==> run_1/met1.png <==
The bar under the picture is 50 µm long. Cells faint in the background.
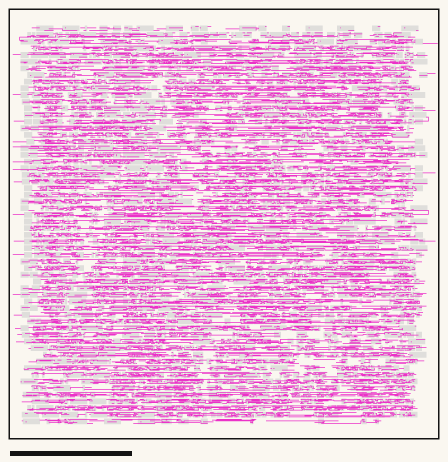
==> run_1/met2.png <==
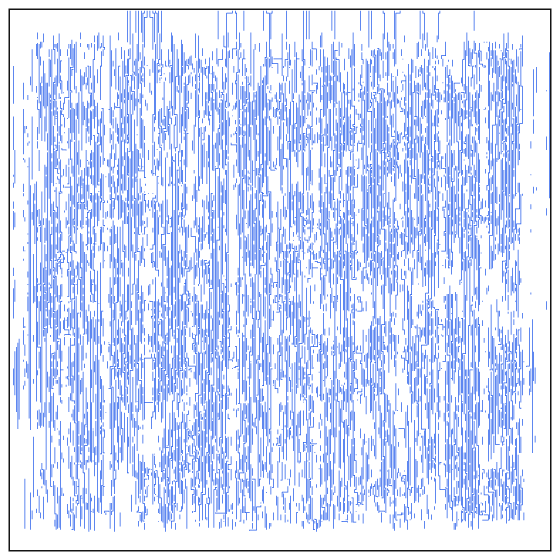
==> run_1/met3.png <==
The bar under the picture is 50 µm long.
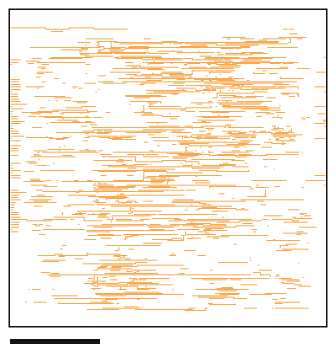
Design muldiv_unit, sky130hd; sources not shown.
==> Flow_metrics.wiki, run 1 <==
=== Physical design figures ===
{| class="wikitable"
! Metric !! Value
|-
| Cell at the slowest stage of the critical path || sky130_fd_sc_hd__a2111oi_0
|-
| Layout cell share with drive strength beyond 1 || 5.43%
|-
| Top cell area share || 21.0%
|-
| Multi-input gate area in the final layout || 0.0123 mm²
|-
| Critical path type || reg2reg
|-
| Final antenna diode count || 0
|-
| Netlist area before placement || 0.0167 mm²
|-
| Hold Path Depth || 2
|-
| Most frequent cells in the layout || sky130_fd_sc_hd__nand2_1 (393), sky130_fd_sc_hd__a21oi_1 (256), sky130_fd_sc_hd__nor2_1 (198)
|-
| Number of levels the H-tree was split into || 4
|-
| RSZ-0062 raised after global routing || no
|-
| Async SR Flop Fraction || 0%
|-
| Initial antenna violation count || 2
|-
| Number of sequential cells || 175
|-
| Non-clock buffer share of cell area || 7.79%
|-
| Fraction of standard cell area in multi-input logic || 66.3%
|-
| Number of maximum-capacitance constraint violations || 0
|-
| Final standard cell count with taps included and fillers excluded || 2802
|-
| FF-to-FF path depth || 12
|-
| CORE AREA || 0.0272 mm²
|-
| Global-route wire length before repair || 102000 µm
|-
| Total number of nets in the final design || 2562
|-
| CTS tree || done
|-
| Root buffer cell || sky130_fd_sc_hd__clkbuf_16
|-
| Chip Width || 175 µm
|-
| Dominant cell type by area after synthesis || sky130_fd_sc_hd__dfxtp_1
|-
| Starting DRT DRC Count || 3334
|-
| Top area cells in the synthesized netlist || sky130_fd_sc_hd__dfxtp_1 (21%), sky130_fd_sc_hd__nand2_1 (8.9%), sky130_fd_sc_hd__a21oi_1 (7.7%)
|-
| Largest family of logic cells by area || AND-OR/OR-AND gates
|-
| Dominant register cell in the synthesized netlist || sky130_fd_sc_hd__dfxtp_1
|-
| Overall power of the completed layout || 4.69 mW
|-
| Number of global-route vias before repair || 17800
|-
| Cell kind with the greatest summed area || logic gates
|-
| Cells after Synth || 2423
|-
| Hold bufs inserted after CTS || 0
|-
| Largest fanout on the critical path || 8
|-
| Final Worst Setup Slack || 0.743 ns
|-
| Clock buf/inv share || 3.17%
|-
| Number of synthesized flops with an enable pin || 0
|-
| Number of signal-net buffers in the layout || 156
|-
| Count of fill cells added during filler insertion || 2439
|-
| Finished Core Util || 68.3%
|-
| Adder share || 5.49%
|-
| Hold Path Class || reg2reg
|-
| Crit start category || flop
|-
| CTS sink cnt || 175
|-
| P per Cell Area || 253 mW/mm²
|-
| Non-CTS inverters || 68
|-
| Layout clock buffer count || 18
|-
| Placement-stage cell area || 0.0180 mm²
|-
| Stages on the worst setup path || 12
|-
| Post-DRT Antenna Nets || 0
|-
| Status || completed
|-
| Simple share || 25.4%
|-
| Most instantiated cells after synthesis || sky130_fd_sc_hd__nand2_1 (396), sky130_fd_sc_hd__a21oi_1 (256), sky130_fd_sc_hd__nor2_1 (201)
|-
| Yosys reg bits || 175
|-
| Number of detailed-route iterations in the first pass || 8
|-
| Largest delay contributor family on the critical path || AND-OR/OR-AND gates
|-
| Slew Limit Fails || 0
|-
| Worst vdd rail ir drop || 233 µV
|-
| Synthesis-to-layout area growth || 11.2%
|-
| Minimum setup slack after placement || 0.759 ns
|}
-- met1.png (at the start) --
longest straight run: 62.3 µm
share of all routed wire: 38%
main direction: horizontal
nets with wire on the layer: 2402
fraction of met1 tracks used by global routing: 55.0%
routed wire length: 67100 µm
via count of the routed design: 19700

-- met2.png (at the start) --
main direction: vertical
share of all routed wire: 41%
longest straight run: 84.3 µm
nets with wire on the layer: 2112
met2 capacity usage during global routing: 63.3%

-- met3.png (at the start) --
share of all routed wire: 13%
longest straight run: 112 µm
met3 track demand over resource in global routing: 9.56%

==> run 1: power by group <==
| part | leakage [nW] | internal [mW] | switching (mW) | total, mW |
|---|---|---|---|---|
| Clock | 0.277 | 0.677 | 0.690 | 1.37 |
| Sequential | 1.42 | 1.43 | 0.0920 | 1.53 |
| Combinational | 5.08 | 0.662 | 1.13 | 1.79 |
| Total | 6.77 | 2.77 | 1.91 | 4.69 |
==> run 1: routing by layer <==
metal | vias up | global-route usage, % | wire length [µm]
li1 | 8787 | - | -
met5 | - | 0 | 43
met2 | 1515 | 63.3 | 27800
met4 | 2 | 23.8 | 4960
met3 | 315 | 9.56 | 8670
met1 | 9057 | 55.0 | 25600
==> run_1/final_clocks.png <==
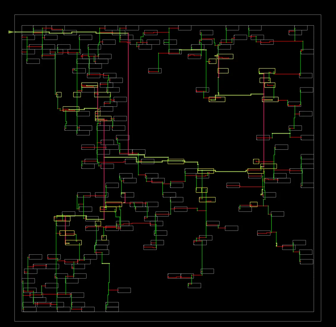

==> run 2: changes to the inputs <==
Settings changed: CORE_UTILIZATION 60 to 30, PLACE_DENSITY 0.79 to 0.44.
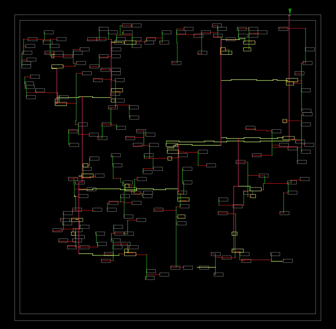
(run_2/final_clocks.png)
number of sequential cells: 175
worst skew pair latency: 0.52 ns
total CTS buffers: 17

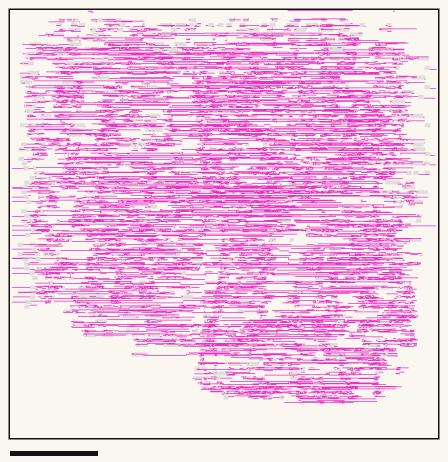
(run_2/met1.png)
The bar under the picture is 50 µm long. Cells faint in the background.
main direction: horizontal
nets with wire on the layer: 2426
via count of the routed design: 18800
fraction of met1 tracks used by global routing: 36.8%

==> Flow_metrics.wiki, run 2 <==
=== Physical design figures ===
{| class="wikitable"
! Metric !! Value
|-
| Hold Path Class || reg2reg
|-
| Number of detailed-route iterations in the first pass || 8
|-
| Netlist area before placement || 0.0167 mm²
|-
| CTS sink cnt || 175
|-
| Status || completed
|-
| Critical path type || reg2reg
|-
| Largest fanout on the critical path || 8
|-
| Fraction of standard cell area in multi-input logic || 64.2%
|-
| Number of levels the H-tree was split into || 4
|-
| P per Cell Area || 251 mW/mm²
|-
| Most frequent cells in the layout || sky130_fd_sc_hd__nand2_1 (393), sky130_fd_sc_hd__a21oi_1 (254), sky130_fd_sc_hd__nor2_1 (197)
|-
| Non-CTS inverters || 68
|-
| CTS tree || done
|-
| Initial antenna violation count || 1
|-
| Non-clock buffer share of cell area || 8.26%
|-
| Most instantiated cells after synthesis || sky130_fd_sc_hd__nand2_1 (396), sky130_fd_sc_hd__a21oi_1 (256), sky130_fd_sc_hd__nor2_1 (201)
|-
| Yosys reg bits || 175
|-
| FF-to-FF path depth || 10
|-
| Overall power of the completed layout || 4.80 mW
|-
| Global-route wire length before repair || 117000 µm
|-
| Finished Core Util || 34.8%
|-
| Cell kind with the greatest summed area || logic gates
|-
| Dominant cell type by area after synthesis || sky130_fd_sc_hd__dfxtp_1
|-
| Largest family of logic cells by area || AND-OR/OR-AND gates
|-
| Final antenna diode count || 0
|-
| Hold Path Depth || 2
|-
| Top area cells in the synthesized netlist || sky130_fd_sc_hd__dfxtp_1 (21%), sky130_fd_sc_hd__nand2_1 (8.9%), sky130_fd_sc_hd__a21oi_1 (7.7%)
|-
| Cells after Synth || 2423
|-
| Async SR Flop Fraction || 0%
|-
| Cell at the slowest stage of the critical path || sky130_fd_sc_hd__nor4b_1
|-
| Minimum setup slack after placement || 0.819 ns
|-
| Count of fill cells added during filler insertion || 6033
|-
| Layout clock buffer count || 17
|-
| Post-DRT Antenna Nets || 0
|-
| Root buffer cell || sky130_fd_sc_hd__clkbuf_16
|-
| Number of maximum-capacitance constraint violations || 0
|-
| Routed wire length || 79500 µm
|-
| Placement-stage cell area || 0.0186 mm²
|-
| Top cell area share || 21.0%
|-
| Stages on the worst setup path || 10
|-
| Starting DRT DRC Count || 1720
|-
| Crit start category || flop
|-
| RSZ-0062 raised after global routing || no
|-
| Slew Limit Fails || 0
|-
| Synthesis-to-layout area growth || 14.9%
|-
| Chip Width || 244 µm
|-
| Worst vdd rail ir drop || 302 µV
|}
## run 2: cell counts after synthesis
Identical to the previous run, type by type.
## run 2: report_power, final
| part | total (mW) | switching, mW | leakage [nW] | internal (mW) |
|---|---|---|---|---|
| sequential | 1.53 | 0.0948 | 1.42 | 1.43 |
| combinational | 1.87 | 1.20 | 5.18 | 0.666 |
| clock | 1.41 | 0.742 | 0.289 | 0.667 |
| total | 4.80 | 2.04 | 6.88 | 2.77 |
## run 2: per-layer routing
metal | part of all wire [%] | up-vias | global-route usage [%]
met5 | 0 | - | 0
met4 | 3.3 | 0 | 9.08
li1 | - | 8819 | -
met1 | 46 | 9112 | 36.8
met2 | 44 | 756 | 39.8
met3 | 6.6 | 110 | 4.40
No activity file was given, so power comes from the tool's default toggle rates.
